[src/rtl/sdram_arbit_rr_if.sv]
// Engine-side and pin-side bus of the round-robin SDRAM arbiter.
// master: init/aref/channel engines and pads; slave: the arbiter.
interface sdram_arbit_rr_if #(
    parameter int NCH    = 2,
    parameter int ADDR_W = 13,
    parameter int BANK_W = 2,
    parameter int DQ_W   = 16
);
    localparam int IDX_W = (NCH > 1) ? $clog2(NCH) : 1;

    logic                    flag_init_end;
    logic [3:0]              init_cmd;
    logic [ADDR_W-1:0]       init_addr;

    logic                    ref_req;
    logic                    ref_en;
    logic                    flag_ref_end;
    logic [3:0]              ref_cmd;
    logic [ADDR_W-1:0]       ref_addr;

    logic [NCH-1:0]          ch_req;
    logic [NCH-1:0]          ch_en;
    logic [NCH-1:0]          ch_end;
    logic [4*NCH-1:0]        ch_cmd;
    logic [ADDR_W*NCH-1:0]   ch_addr;
    logic [BANK_W*NCH-1:0]   ch_bank;
    logic [DQ_W*NCH-1:0]     ch_wdata;

    logic [3:0]              sdram_cmd;
    logic [ADDR_W-1:0]       sdram_addr;
    logic [BANK_W-1:0]       sdram_bank;
    logic                    dq_oe;
    logic [DQ_W-1:0]         dq_out;
    logic [IDX_W-1:0]        gnt_idx;
    logic                    busy;
    logic                    arb_err;

    modport master (
        output flag_init_end, init_cmd, init_addr,
        output ref_req, flag_ref_end, ref_cmd, ref_addr,
        output ch_req, ch_end, ch_cmd, ch_addr, ch_bank, ch_wdata,
        input  ref_en, ch_en,
        input  sdram_cmd, sdram_addr, sdram_bank, dq_oe, dq_out,
        input  gnt_idx, busy, arb_err
    );

    modport slave (
        input  flag_init_end, init_cmd, init_addr,
        input  ref_req, flag_ref_end, ref_cmd, ref_addr,
        input  ch_req, ch_end, ch_cmd, ch_addr, ch_bank, ch_wdata,
        output ref_en, ch_en,
        output sdram_cmd, sdram_addr, sdram_bank, dq_oe, dq_out,
        output gnt_idx, busy, arb_err
    );
endinterface

[src/rtl/sdram_arbit_rr.sv]
// SDRAM bus arbiter: refresh first, then round-robin over NCH channel engines.
// Optional watchdog abort of stuck AREF/GRANT when SDRAM_ARB_WDOG_EN is defined.
module sdram_arbit_rr #(
    parameter int             NCH     = 2,
    parameter int             ADDR_W  = 13,
    parameter int             BANK_W  = 2,
    parameter int             DQ_W    = 16,
    parameter logic [NCH-1:0] WR_MASK = NCH'(2'b01),
    parameter int             TIMEOUT = 1023
) (
    input logic             sclk,
    input logic             s_rst_n,
    sdram_arbit_rr_if.slave bus
);
    localparam int         IDX_W   = (NCH > 1) ? $clog2(NCH) : 1;
    localparam logic [3:0] CMD_NOP = 4'b0111;

    if (NCH < 2 || NCH > 8 || TIMEOUT < 1) begin : g_bad_param
        $error("sdram_arbit_rr: NCH must be 2..8 and TIMEOUT >= 1");
    end

    typedef enum logic [3:0] {
        IDLE  = 4'b0001,
        ARBIT = 4'b0010,
        AREF  = 4'b0100,
        GRANT = 4'b1000
    } state_t;

    state_t           state;
    logic [IDX_W-1:0] gnt_idx;
    logic [IDX_W-1:0] rr_ptr;
    logic [NCH-1:0]   ch_en;
    logic             ref_en;
    logic             arb_err;
    logic [IDX_W-1:0] winner;
    logic             win_found;
    logic             wd_expire;
    logic             busy;

    logic [3:0]        cmd_a   [NCH];
    logic [ADDR_W-1:0] addr_a  [NCH];
    logic [BANK_W-1:0] bank_a  [NCH];
    logic [DQ_W-1:0]   wdata_a [NCH];

    for (genvar i = 0; i < NCH; i++) begin : g_unpack
        assign cmd_a[i]   = bus.ch_cmd[i*4 +: 4];
        assign addr_a[i]  = bus.ch_addr[i*ADDR_W +: ADDR_W];
        assign bank_a[i]  = bus.ch_bank[i*BANK_W +: BANK_W];
        assign wdata_a[i] = bus.ch_wdata[i*DQ_W +: DQ_W];
    end

    // First requester at or after rr_ptr, wrapping modulo NCH.
    always_comb begin
        int               scan;
        logic [IDX_W-1:0] cand;
        // NOTE: every variable gets a default first so no path infers a latch.
        winner    = rr_ptr;
        win_found = 1'b0;
        scan      = 0;
        cand      = '0;
        for (int k = 0; k < NCH; k++) begin
            scan = int'(rr_ptr) + k;
            if (scan >= NCH) scan = scan - NCH;
            cand = IDX_W'(scan);
            if (!win_found && bus.ch_req[cand]) begin
                winner    = cand;
                win_found = 1'b1;
            end
        end
    end

    always_ff @(posedge sclk or negedge s_rst_n) begin
        if (!s_rst_n) begin
            state   <= IDLE;
            ref_en  <= 1'b0;
            ch_en   <= '0;
            gnt_idx <= '0;
            rr_ptr  <= '0;
            arb_err <= 1'b0;
        end else begin
            // NOTE: non-blocking throughout; pulse outputs default low each cycle.
            ref_en  <= 1'b0;
            ch_en   <= '0;
            arb_err <= 1'b0;
            unique case (state)
                IDLE: begin
                    if (bus.flag_init_end) state <= ARBIT;
                end
                ARBIT: begin
                    if (bus.ref_req) begin
                        state  <= AREF;
                        ref_en <= 1'b1;
                    end else if (win_found) begin
                        state   <= GRANT;
                        gnt_idx <= winner;
                        ch_en   <= NCH'(1) << winner;
                        rr_ptr  <= (winner == IDX_W'(NCH - 1)) ? '0 : winner + 1'b1;
                    end
                end
                AREF: begin
                    if (bus.flag_ref_end) begin
                        state <= ARBIT;
                    end else if (wd_expire) begin
                        state   <= ARBIT;
                        arb_err <= 1'b1;
                    end
                end
                GRANT: begin
                    if (bus.ch_end[gnt_idx]) begin
                        state <= ARBIT;
                    end else if (wd_expire) begin
                        state   <= ARBIT;
                        arb_err <= 1'b1;
                    end
                end
                default: state <= IDLE;
            endcase
        end
    end

    assign busy = (state == AREF) || (state == GRANT);

`ifdef SDRAM_ARB_WDOG_EN
    localparam int WD_W = $clog2(TIMEOUT + 1);
    logic [WD_W-1:0] wd_cnt;

    // Zero while arbitrating, so each AREF/GRANT starts counting from 0.
    always_ff @(posedge sclk or negedge s_rst_n) begin
        if (!s_rst_n)  wd_cnt <= '0;
        else if (busy) wd_cnt <= wd_cnt + 1'b1;
        else           wd_cnt <= '0;
    end

    assign wd_expire = (wd_cnt == WD_W'(TIMEOUT - 1));
`else
    assign wd_expire = 1'b0;
`endif

    always_comb begin
        bus.sdram_cmd  = CMD_NOP;
        bus.sdram_addr = '0;
        bus.sdram_bank = '0;
        bus.dq_oe      = 1'b0;
        unique case (state)
            IDLE: begin
                bus.sdram_cmd  = bus.init_cmd;
                bus.sdram_addr = bus.init_addr;
            end
            AREF: begin
                bus.sdram_cmd  = bus.ref_cmd;
                bus.sdram_addr = bus.ref_addr;
            end
            GRANT: begin
                bus.sdram_cmd  = cmd_a[gnt_idx];
                bus.sdram_addr = addr_a[gnt_idx];
                bus.sdram_bank = bank_a[gnt_idx];
                bus.dq_oe      = WR_MASK[gnt_idx];
            end
            default: ;
        endcase
    end

    assign bus.dq_out  = wdata_a[gnt_idx];
    assign bus.ref_en  = ref_en;
    assign bus.ch_en   = ch_en;
    assign bus.gnt_idx = gnt_idx;
    assign bus.busy    = busy;
    assign bus.arb_err = arb_err;
endmodule

[src/flat_wrapper.sv]
// flat-port wrapper written by rule: the top's interface ports become plain ports
module sdram_arbit_rr_flat 
#(
    parameter int             NCH     = 2,
    parameter int             ADDR_W  = 13,
    parameter int             BANK_W  = 2,
    parameter int             DQ_W    = 16,
    parameter logic [NCH-1:0] WR_MASK = NCH'(2'b01),
    parameter int             TIMEOUT = 1023
)
  (sclk, s_rst_n, bus_flag_init_end, bus_init_cmd, bus_init_addr, bus_ref_req, bus_flag_ref_end, bus_ref_cmd, bus_ref_addr, bus_ch_req, bus_ch_end, bus_ch_cmd, bus_ch_addr, bus_ch_bank, bus_ch_wdata, bus_ref_en, bus_ch_en, bus_sdram_cmd, bus_sdram_addr, bus_sdram_bank, bus_dq_oe, bus_dq_out, bus_gnt_idx, bus_busy, bus_arb_err);
  sdram_arbit_rr_if #(.NCH(NCH), .ADDR_W(ADDR_W), .BANK_W(BANK_W), .DQ_W(DQ_W)) bus_i ();
  input logic sclk;
  input logic s_rst_n;
  input wire logic [$bits(bus_i.flag_init_end)-1:0] bus_flag_init_end;
  input wire logic [$bits(bus_i.init_cmd)-1:0] bus_init_cmd;
  input wire logic [$bits(bus_i.init_addr)-1:0] bus_init_addr;
  input wire logic [$bits(bus_i.ref_req)-1:0] bus_ref_req;
  input wire logic [$bits(bus_i.flag_ref_end)-1:0] bus_flag_ref_end;
  input wire logic [$bits(bus_i.ref_cmd)-1:0] bus_ref_cmd;
  input wire logic [$bits(bus_i.ref_addr)-1:0] bus_ref_addr;
  input wire logic [$bits(bus_i.ch_req)-1:0] bus_ch_req;
  input wire logic [$bits(bus_i.ch_end)-1:0] bus_ch_end;
  input wire logic [$bits(bus_i.ch_cmd)-1:0] bus_ch_cmd;
  input wire logic [$bits(bus_i.ch_addr)-1:0] bus_ch_addr;
  input wire logic [$bits(bus_i.ch_bank)-1:0] bus_ch_bank;
  input wire logic [$bits(bus_i.ch_wdata)-1:0] bus_ch_wdata;
  output wire logic [$bits(bus_i.ref_en)-1:0] bus_ref_en;
  output wire logic [$bits(bus_i.ch_en)-1:0] bus_ch_en;
  output wire logic [$bits(bus_i.sdram_cmd)-1:0] bus_sdram_cmd;
  output wire logic [$bits(bus_i.sdram_addr)-1:0] bus_sdram_addr;
  output wire logic [$bits(bus_i.sdram_bank)-1:0] bus_sdram_bank;
  output wire logic [$bits(bus_i.dq_oe)-1:0] bus_dq_oe;
  output wire logic [$bits(bus_i.dq_out)-1:0] bus_dq_out;
  output wire logic [$bits(bus_i.gnt_idx)-1:0] bus_gnt_idx;
  output wire logic [$bits(bus_i.busy)-1:0] bus_busy;
  output wire logic [$bits(bus_i.arb_err)-1:0] bus_arb_err;
  assign bus_i.flag_init_end = bus_flag_init_end;
  assign bus_i.init_cmd = bus_init_cmd;
  assign bus_i.init_addr = bus_init_addr;
  assign bus_i.ref_req = bus_ref_req;
  assign bus_i.flag_ref_end = bus_flag_ref_end;
  assign bus_i.ref_cmd = bus_ref_cmd;
  assign bus_i.ref_addr = bus_ref_addr;
  assign bus_i.ch_req = bus_ch_req;
  assign bus_i.ch_end = bus_ch_end;
  assign bus_i.ch_cmd = bus_ch_cmd;
  assign bus_i.ch_addr = bus_ch_addr;
  assign bus_i.ch_bank = bus_ch_bank;
  assign bus_i.ch_wdata = bus_ch_wdata;
  assign bus_ref_en = bus_i.ref_en;
  assign bus_ch_en = bus_i.ch_en;
  assign bus_sdram_cmd = bus_i.sdram_cmd;
  assign bus_sdram_addr = bus_i.sdram_addr;
  assign bus_sdram_bank = bus_i.sdram_bank;
  assign bus_dq_oe = bus_i.dq_oe;
  assign bus_dq_out = bus_i.dq_out;
  assign bus_gnt_idx = bus_i.gnt_idx;
  assign bus_busy = bus_i.busy;
  assign bus_arb_err = bus_i.arb_err;
  sdram_arbit_rr #(.NCH(NCH), .ADDR_W(ADDR_W), .BANK_W(BANK_W), .DQ_W(DQ_W), .WR_MASK(WR_MASK), .TIMEOUT(TIMEOUT)) u_core (.sclk(sclk), .s_rst_n(s_rst_n), .bus(bus_i));
endmodule
[config.mk]
export PLATFORM = sky130hd
export DESIGN_NAME = sdram_arbit_rr_flat
export DESIGN_NICKNAME = d
export VERILOG_FILES = /design/src/rtl/sdram_arbit_rr_if.sv /design/src/rtl/sdram_arbit_rr.sv /design/src/flat_wrapper.sv
export SDC_FILE = /design/constraint.sdc
export NUM_CORES = 1
export LEC_CHECK = 0
export CAP_MARGIN = 40
export CORE_UTILIZATION = 24
export DETAILED_ROUTE_END_ITERATION = 16
export GPL_ROUTABILITY_DRIVEN = 0
export PLACE_DENSITY = 0.79
export REMOVE_ABC_BUFFERS = 1
export SETUP_SLACK_MARGIN = 0.3
export SYNTH_ARGS = -nofsm -noshare
export SYNTH_HDL_FRONTEND = slang
export SYNTH_SLANG_ARGS = --single-unit
[constraint.sdc]
create_clock -name sclk -period 1.75 [get_ports sclk]
set_input_delay 0.175 -clock sclk [delete_from_list [all_inputs] [get_ports sclk]]
set_output_delay 0.175 -clock sclk [all_outputs]
set_load 0.05 [all_outputs]
Register map, names as in the netlist:
Scale: 8 px per um. Other sequential cells in the stronger grey, the rest of the logic in the fainter grey.
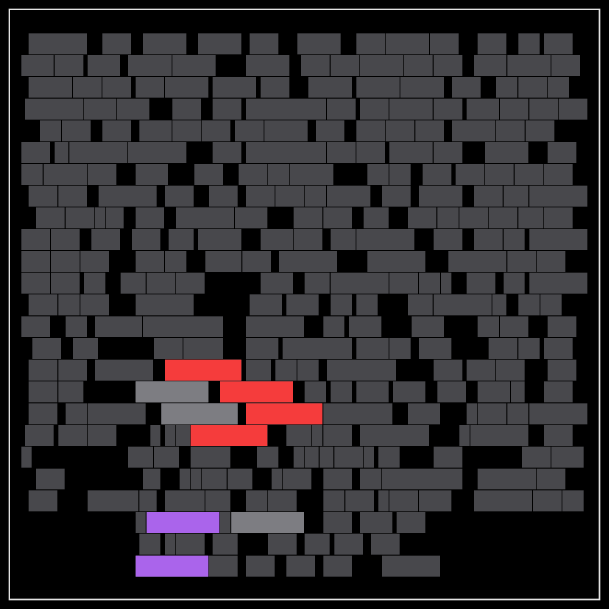
- u_core.state: red (placed flops 4)
- u_core.bus.ch_en: purple (placed flops 2)
- not coloured: 3
power consumed by sequential cells: 360 uW
post-layout util: 75.97%
Sequential cell area: 230.2 um^2
share of the final layout cell area in sequential cells: 6.291%

Cells coloured by class:
Scale: 4 px per um.
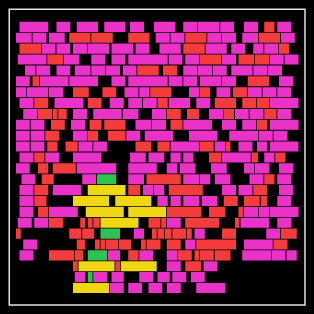
- remaining buffers and delay cells: magenta (cells 194; share of their area 63%)
- clock drivers and dummy loads: green (cells 4; share of their area 1.3%)
- remaining logic cells: red (cells 108; share of their area 29%)
- sequential cells: yellow (cells 9; share of their area 6.4%)
site row count: 25
area of the placeable core: 4817 um^2
final std cell area, no fill: 3660 um^2

==> notes.md <==
Results of the run.

The number of global-route vias before repair is 1896. The mean area per synthesized cell is 9.534 um^2. By area the synthesized netlist is led by mux2_2, dfrtp_1, mux2i_1, a22oi_1, o21ai_2. Per the final report, the share of cell area in clock cells is 1.231%. Setup repair after global routing could not meet its margin everywhere.

The count of cells resized by post-cts repair is 76. Measured along the x axis, the die boundary spans 73.59 um. The count of nets left with antenna violations after detail routing is 0. The count of antenna diodes in the layout is 0.

OpenROAD reports that the post-layout worst path occupies 114.0% of the period. The total count of max-transition violations in the final report is 0. The synthesized design spends more area on one cell type than any other, namely mux2_2. The worst min-delay path class is primary input to async pin. The number of hold buffers added after CTS was 0. The data arrival time of the critical path is 1820 ps. The registers of the reported paths see a clock transition of 40 ps. The post-synthesis instance area is 1230 um^2. The xor and xnor area share after synthesis is 0.7121%. The longest clock path from root to sink contains 2 buffers. The group that draws the most power in this run is combinational logic. Looking at the post-CTS report, the setup buffer insertion count equals 9.

Synthesis produced a netlist whose cell count is 129. In the routed layout, each cell is associated on average with a via count of 4.741. The number of buffers created by CTS is 3. The top fanout value on the critical path is 8.

The post-synthesis to final-layout area growth is 197.6%. The number of maximum-capacitance violations recorded for the run is 0. The static leakage is 0.001625 uW.

The detailed placer's ending HPWL is 4688 um. The final design was reported to hold multi-input combinational gates totalling 103. Global routing finished with a remaining overflow of 0. The number of distinct library cells after synthesis is 35.

The die height is 73.59 um. The number of buffers inserted by port buffering is 153. The first-pass GRT wire length is 9294 um.

The count of plain and timing-repair buffers in the layout is 194. The detailed placer reported the number of placed instances as 364. The final reports fail on setup timing. In the synthesis report, Yosys lists the chip area as 1230 um^2. The run finished, with violations left. The starting density of the core is 25.53%. The required time of the worst setup path is 1570 ps. The most area-hungry cell class in the final design is non-clock buffers.

The worst VDD IR drop from the latest analysis is 764.4 uV. Summing the sequential cell areas from Yosys gives 18.41% of the chip area. TritonCTS built the clock tree. The last element of the critical path is bus_sdram_addr[2]. The number of endpoints failing setup at the final stage is 32.

Per the layout report, the design carries 5 non-clock inverters. The power report attributes to the clock group a share of 4.3%. The share of layout cells above drive strength 1 is 41.90%.

The relative area of non-clock buffer cells in the final design is 61.50%. The final period demand of the worst path is 1996 ps. The category of the critical setup timing path is register to primary output. The worst setup margin is -245.8 ps.

Detailed-route iteration 0 reported a violation count of 37. For the worst-skew pair, the clock arrives at the later sink with an insertion delay of 230 ps. Per the CTS log, the root buffer master is clkbuf_8.

Counting flops and latches in the post-synthesis netlist gives 9. The most common cell after layout, fill and taps aside is clkdlybuf4s50_1. The tool warning count is 27.

Setup total negative slack on the finished layout was measured at -3918 ps. The internal power consumption is 2927 uW. Ranked by instance count, the synthesized netlist is headed by mux2_2, mux2i_1, a22oi_1.
Cell outlines without signal wires:
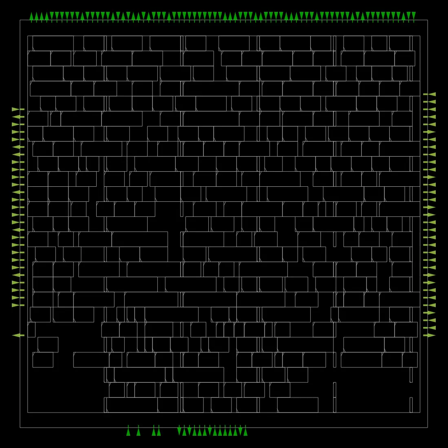
tapcells inserted: 67
final non-filler cell total: 382
number of filler cells placed in the layout: 343
Seq Cell Count: 9

Wiring by layer:
Scale: 4 px per um. Only two layers are drawn.
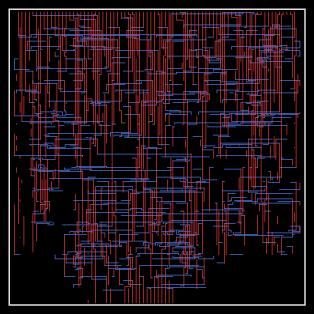
- M1: blue (wire length 2360 um)
- M2: red (wire length 3650 um)
Overall Global Routing Usage: 22.64%
average wire per cell in the routed design: 17.09 um
total wire length: 6527 um
number of vias in the routed layout: 1811

-- per-layer routing --
metal	vias up	track usage [%]	part of all wire (%)
li1	867	-	-
met1	854	24.69	36
met2	80	43.63	56
met3	10	3.978	6.2
met4	0	7.265	1.8
met5	-	0	0
-- state kept, by name, summed over array words and instances, names as in the netlist --
signal              flops
u_core.bus.ch_en        2
u_core.bus.gnt_idx      1
u_core.bus.ref_en       1
u_core.rr_ptr           1
u_core.state            4
-- worst max-delay path, cell delays in order, from the launching register on --
cell and delay (ps):
dfrtp_1 370, or2_4 250, or3b_4 390, buf_6 160, o21ai_4 150, buf_4 140, buf_12 120
-- metrics by stage --
stage          cell area, um^2  power [uW]
2_1_floorplan             1124        2461
3_3_place_gp              3136        4313
3_5_place_dp              3136        4357
4_1_cts                   3597        5307
5_1_grt                   3660        5619
6_report                  3660        5421
Power is estimated from default activity; no workload was simulated.
